Metal 1:
Supply wires on this layer in gray.
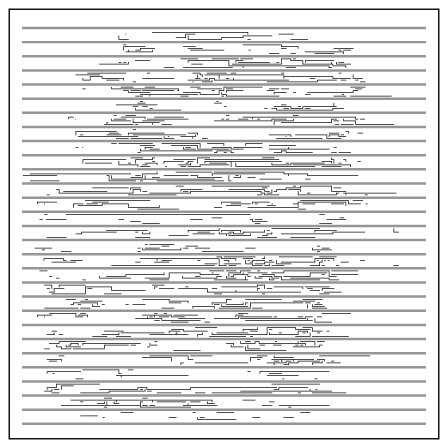
Metal 2:
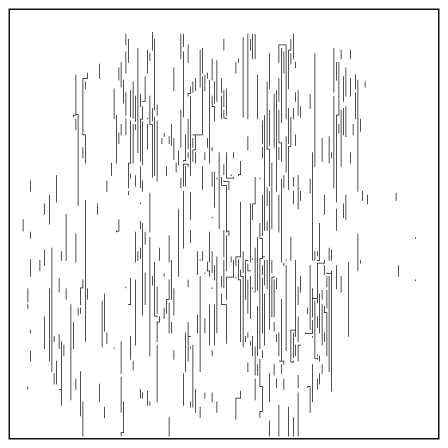
Metal 3:
Scale bar: 20 microns. Cells faint in the background.
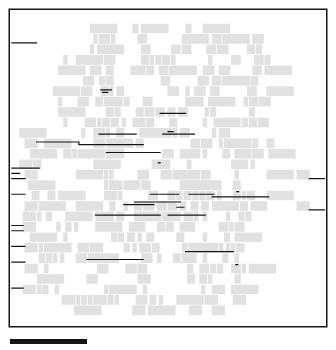
Clock routing:
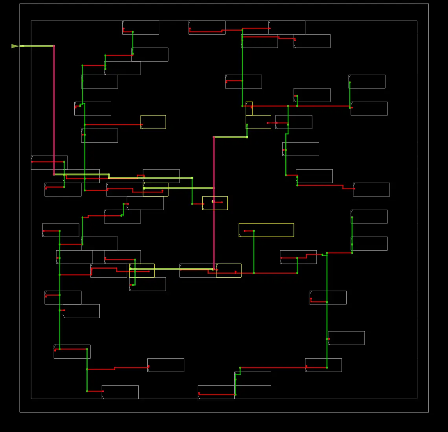
Gate-type map:
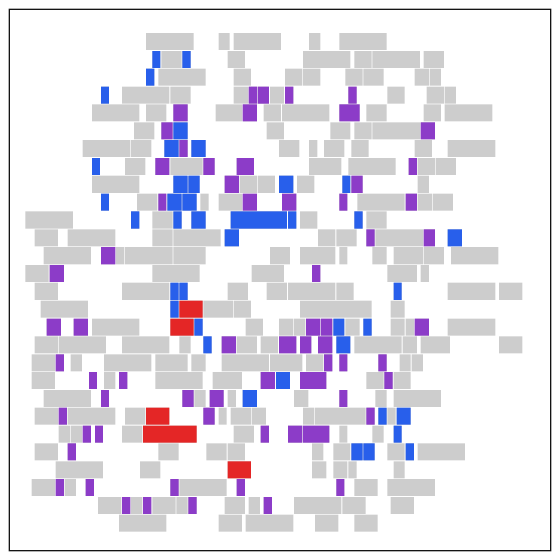
$ cat config.mk
export PLATFORM = sky130hd
export DESIGN_NAME = ps2_host_tx
export DESIGN_NICKNAME = d
export VERILOG_FILES = /design/src/rtl/ps2_pkg.sv /design/src/rtl/ps2_line_sync.sv /design/src/rtl/ps2_host_tx.sv
export SDC_FILE = /design/constraint.sdc
export NUM_CORES = 1
export LEC_CHECK = 0
export CORE_MARGIN = 2
export CORE_UTILIZATION = 40
export DETAILED_ROUTE_END_ITERATION = 10
export GPL_ROUTABILITY_DRIVEN = 0
export PLACE_DENSITY_LB_ADDON = 0.15
export SLEW_MARGIN = 20
export SYNTH_ARGS = -nofsm -noshare
export SYNTH_HDL_FRONTEND = slang
export SYNTH_SLANG_ARGS = --single-unit
export TNS_END_PERCENT = 50
$ cat constraint.sdc
create_clock -name clock -period 3.05 [get_ports clock]
set_input_delay 0.305 -clock clock [delete_from_list [all_inputs] [get_ports clock]]
set_output_delay 0.305 -clock clock [all_outputs]
set_load 0.05 [all_outputs]
$ cat src/rtl/ps2_pkg.sv
// rtl/ps2_pkg.sv - PS/2 shared types, command bytes and scan codes
package ps2_pkg;

  typedef enum logic [2:0] {
    IDLE,
    INHIBIT,
    RTS,
    SEND,
    ACK,
    WAIT_IDLE
  } state_t;

  localparam logic [7:0] CMD_SET_LEDS = 8'hED;
  localparam logic [7:0] CMD_RESET    = 8'hFF;
  localparam logic [7:0] CMD_ENABLE   = 8'hF4;
  localparam logic [7:0] CMD_RESEND   = 8'hFE;

  // Scan codes also decoded by the keyboard receiver.
  localparam logic [7:0] SC_W     = 8'h1D;
  localparam logic [7:0] SC_A     = 8'h1C;
  localparam logic [7:0] SC_S     = 8'h1B;
  localparam logic [7:0] SC_D     = 8'h23;
  localparam logic [7:0] SC_BREAK = 8'hF0;

  function automatic logic odd_parity(input logic [7:0] b);
    return ~^b;
  endfunction

endpackage

$ cat src/rtl/ps2_line_sync.sv
// rtl/ps2_line_sync.sv - 2-FF synchronizer with falling-edge detect for one PS/2 line
module ps2_line_sync (
  input  logic clock,
  input  logic reset_n,
  input  logic line,
  output logic sync,
  output logic fall
);

  logic meta;
  logic prev;

  // Reset to the idle-high level so leaving reset never looks like an edge.
  always_ff @(posedge clock) begin
    if (!reset_n) begin
      meta <= 1'b1;
      sync <= 1'b1;
      prev <= 1'b1;
    end else begin
      meta <= line;
      sync <= meta;
      prev <= sync;
    end
  end

  assign fall = prev & ~sync;

endmodule

$ cat src/rtl/ps2_host_tx.sv
// rtl/ps2_host_tx.sv - PS/2 host-to-device command transmitter; PS2_TX_RETRY_EN enables automatic retries
module ps2_host_tx
  import ps2_pkg::*;
#(
  parameter int INHIBIT_CYCLES = 5000,
  parameter int TIMEOUT_CYCLES = 750000,
  parameter int MAX_RETRIES    = 2
) (
  input  logic       clock,
  input  logic       reset_n,
  input  logic       tx_valid,
  input  logic [7:0] tx_byte,
  output logic       tx_ready,
  input  logic       ps2_clk_in,
  input  logic       ps2_data_in,
  output logic       ps2_clk_oe,
  output logic       ps2_data_oe,
  output logic       busy,
  output logic       done,
  output logic       nack_err,
  output logic       timeout_err
);

  localparam int CNT_MAX = (TIMEOUT_CYCLES > INHIBIT_CYCLES) ? TIMEOUT_CYCLES : INHIBIT_CYCLES;
  localparam int CW = $clog2(CNT_MAX + 1);
  localparam logic [CW-1:0] INH_LAST = CW'(INHIBIT_CYCLES - 1);
  localparam logic [CW-1:0] TMO_LAST = CW'(TIMEOUT_CYCLES - 1);
  localparam logic INH_ONE = (INHIBIT_CYCLES == 1);

  state_t      state;
  logic [7:0]  byte_q;
  logic [3:0]  bit_idx;
  logic [CW-1:0] cnt;
  logic [9:0]  frame;
  logic        clk_sync, clk_fall, data_sync, data_fall_unused;
  logic        watching, tmo_hit, nack_hit, fail, retry_ok;

  ps2_line_sync u_clk_sync (
    .clock  (clock),
    .reset_n(reset_n),
    .line   (ps2_clk_in),
    .sync   (clk_sync),
    .fall   (clk_fall)
  );

  ps2_line_sync u_data_sync (
    .clock  (clock),
    .reset_n(reset_n),
    .line   (ps2_data_in),
    .sync   (data_sync),
    .fall   (data_fall_unused)
  );

`ifdef PS2_TX_RETRY_EN
  localparam int RW = (MAX_RETRIES > 0) ? $clog2(MAX_RETRIES + 1) : 1;
  logic [RW-1:0] retries;
  assign retry_ok = (int'(retries) < MAX_RETRIES);
`else
  localparam int max_retries_unused = MAX_RETRIES;
  assign retry_ok = 1'b0;
`endif

  // Bits shifted out after each device falling edge: data LSB first, parity, stop.
  assign frame    = {1'b1, odd_parity(byte_q), byte_q};
  assign watching = (state == SEND) || (state == ACK) || (state == WAIT_IDLE);
  assign tmo_hit  = watching && (cnt == TMO_LAST);
  assign nack_hit = (state == ACK) && clk_fall && data_sync && !tmo_hit;
  assign fail     = tmo_hit || nack_hit;

  assign tx_ready = (state == IDLE);
  assign busy     = (state != IDLE);

  always_ff @(posedge clock) begin
    if (!reset_n) begin
      state       <= IDLE;
      byte_q      <= '0;
      bit_idx     <= '0;
      cnt         <= '0;
      ps2_clk_oe  <= 1'b0;
      ps2_data_oe <= 1'b0;
      done        <= 1'b0;
      nack_err    <= 1'b0;
      timeout_err <= 1'b0;
`ifdef PS2_TX_RETRY_EN
      retries     <= '0;
`endif
    end else begin
      done        <= 1'b0;
      nack_err    <= 1'b0;
      timeout_err <= 1'b0;
      if (fail) begin
        if (retry_ok) begin
`ifdef PS2_TX_RETRY_EN
          retries <= retries + 1'b1;
`endif
          state       <= INHIBIT;
          cnt         <= '0;
          ps2_clk_oe  <= 1'b1;
          ps2_data_oe <= INH_ONE;
        end else begin
          state       <= IDLE;
          ps2_clk_oe  <= 1'b0;
          ps2_data_oe <= 1'b0;
          timeout_err <= tmo_hit;
          nack_err    <= nack_hit;
        end
      end else begin
        case (state)
          IDLE: begin
            ps2_clk_oe  <= 1'b0;
            ps2_data_oe <= 1'b0;
            if (tx_valid) begin
              byte_q      <= tx_byte;
              cnt         <= '0;
              ps2_clk_oe  <= 1'b1;
              ps2_data_oe <= INH_ONE;
              state       <= INHIBIT;
`ifdef PS2_TX_RETRY_EN
              retries     <= '0;
`endif
            end
          end
          INHIBIT: begin
            cnt <= cnt + 1'b1;
            if (cnt == INH_LAST) begin
              ps2_clk_oe  <= 1'b0;
              ps2_data_oe <= 1'b1;
              state       <= RTS;
            end else if (cnt == INH_LAST - 1'b1) begin
              ps2_data_oe <= 1'b1;
            end
          end
          RTS: begin
            cnt     <= '0;
            bit_idx <= '0;
            state   <= SEND;
          end
          SEND: begin
            cnt <= clk_fall ? '0 : cnt + 1'b1;
            if (clk_fall) begin
              ps2_data_oe <= ~frame[bit_idx];
              bit_idx     <= bit_idx + 1'b1;
              if (bit_idx == 4'd9) state <= ACK;
            end
          end
          ACK: begin
            cnt <= clk_fall ? '0 : cnt + 1'b1;
            if (clk_fall) state <= WAIT_IDLE;
          end
          WAIT_IDLE: begin
            cnt <= clk_fall ? '0 : cnt + 1'b1;
            if (clk_sync && data_sync) begin
              done  <= 1'b1;
              state <= IDLE;
            end
          end
          default: state <= IDLE;
        endcase
      end
    end
  end

endmodule

==> results.sh <==
# source this file to load flow results
export IMPL_ff_type="sky130_fd_sc_hd__dfxtp_1"
export IMPL_layout_core_utilization_pct=47.3
export IMPL_warnings=28
export IMPL_holdWs_ns=0.414
export IMPL_worstSetupPathDepth=5
export IMPL_setup_viol=0
export IMPL_synthesis_area_sq_um=2450
export IMPL_r2r_start="state[1]"
export IMPL_adder_share_pct=2.04
export IMPL_worstHoldStart="u_data_sync.meta"
export IMPL_cp_num_buf_inv=0
export IMPL_timing_reg2reg_setup_slack_ns=0.65
export IMPL_critPathRequiredTime_ns=3.19
export IMPL_layout_min_cycle_time_ns=2.40
export IMPL_clkTransAtPathRegs_ns=0.08
export IMPL_yosysTopAreaCell="sky130_fd_sc_hd__dfxtp_1"
export IMPL_cts_resized=0
export IMPL_max_stage_delay_cell_worst_path="sky130_fd_sc_hd__o21ai_2"
export IMPL_fin_area_sq_um=2800
export IMPL_critPathKind="flop to flop"
export IMPL_yosys_area_share_simple_pct=29.2
export IMPL_path_delay_family="AND-OR/OR-AND gates"
export IMPL_drt_first_iter_violations=141
export IMPL_syn_area_per_cell_sq_um=8.58
export IMPL_fin_ws_ns=0.651
export IMPL_floorplan_die_width_microns=82.3
export IMPL_wire_length_on_met1_mm=2.73
export IMPL_result_of_the_run="completed"
export IMPL_dp_hpwl_mm=3.89
export IMPL_ys_area_sq_um=2450
export IMPL_cp_arrival_ns=2.54
export IMPL_initial_core_util_pct=41.5
Back to the opening pictures, 'metal 1':
share of all routed wire: 52%
main direction: horizontal
wire length on this layer: 2,730 microns
longest straight run: 35.4 microns
nets with wire on the layer: 289

Back to the opening pictures, 'metal 2':
nets with wire on the layer: 262
share of all routed wire: 43%

Back to the opening pictures, 'metal 3':
main direction: horizontal
wire length on this layer: 223 microns

Back to the opening pictures, 'clock routing':
sequential cell count of the final layout: 45
count of clock tree sinks: 45

Back to the opening pictures, 'gate-type map':
[NOR gates] blue | cells: 40 | most used: nor2_1
[multiplexers] red | cells: 5 | most used: mux2i_1
[NAND gates] purple | cells: 66 | most used: nand2_1

-- worst register-to-register path, delay by kind of cell, from the launching register on --
kind            cells  cell delay [ns]
compound gates      3             1.23
flops               1             0.60
simple gates        2             0.42
-- power by group --
part           leakage [nW]  internal (mW)  switching [mW]  total, mW
registers             0.366          0.603          0.0169      0.620
clock network        0.0585          0.267           0.205      0.472
logic                 0.450         0.0656          0.0923      0.158
-- worst min-delay path by stage --
stage,depth (start not counted),endpoint,slack [ns]
2_1_floorplan,1,u_clk_sync.sync,0.39
3_3_place_gp,1,u_data_sync.sync,0.39
3_5_place_dp,1,u_clk_sync.sync,0.40
4_1_cts,1,u_clk_sync.sync,0.42
5_1_grt,1,u_clk_sync.sync,0.44
6_report,1,u_data_sync.sync,0.41
-- final cells by class --
type,count,share of cell area (%)
inverters,10,1.34
well taps,75,3.35
multi-input cells,216,50.8
clock buffers,7,3.08
flip-flops and latches,45,32.2
clock inverters,1,1.07
repair buffers,24,8.14
-- sequential cells by signal, indices dropped and copies added (netlist names) --
name / count
done: 1
byte_q: 8
timeout_err: 1
u_clk_sync.prev: 1
u_clk_sync.sync: 1
bit_idx: 4
ps2_clk_oe: 1
cnt: 20
state: 3
nack_err: 1
u_data_sync.meta: 1
ps2_data_oe: 1
u_clk_sync.meta: 1
u_data_sync.sync: 1
-- logic make-up after synthesis --
logic type	Yosys count
DFF	45
AOI/OAI and AO/OA	60
buffers and inverters	25
adders and majority gates	4
muxes	5
and+or+nand+nor	129
xor gates and xnor gates	18
-- cells in the final DEF, fill, tap and decap left out, types with 2 or more instances in the layout --
cell type / count
sky130_fd_sc_hd__a31oi_1: 5
sky130_fd_sc_hd__nand2b_1: 9
sky130_fd_sc_hd__xor2_1: 2
sky130_fd_sc_hd__nand3b_1: 2
sky130_fd_sc_hd__nor3_1: 4
sky130_fd_sc_hd__xnor2_1: 16
sky130_fd_sc_hd__nor2b_1: 3
sky130_fd_sc_hd__inv_1: 9
sky130_fd_sc_hd__a211oi_1: 4
sky130_fd_sc_hd__nor4_1: 10
sky130_fd_sc_hd__and4_1: 2
sky130_fd_sc_hd__o22ai_1: 2
sky130_fd_sc_hd__or4_1: 10
sky130_fd_sc_hd__o21ai_1: 4
sky130_fd_sc_hd__dfxtp_1: 45
sky130_fd_sc_hd__nor2_1: 21
sky130_fd_sc_hd__o31ai_1: 9
sky130_fd_sc_hd__nand4_1: 9
sky130_fd_sc_hd__nand3_1: 10
sky130_fd_sc_hd__and2_1: 2
sky130_fd_sc_hd__buf_4: 5
sky130_fd_sc_hd__clkbuf_8: 6
sky130_fd_sc_hd__a21oi_2: 7
sky130_fd_sc_hd__or3_1: 3
sky130_fd_sc_hd__o21ai_2: 2
sky130_fd_sc_hd__nand2_1: 33
sky130_fd_sc_hd__clkdlybuf4s50_1: 19
sky130_fd_sc_hd__mux2i_1: 4
sky130_fd_sc_hd__o21ai_0: 4
sky130_fd_sc_hd__nand4bb_1: 2
sky130_fd_sc_hd__a21oi_1: 15
sky130_fd_sc_hd__ha_1: 4
No activity file was given, so power comes from the tool's default toggle rates.
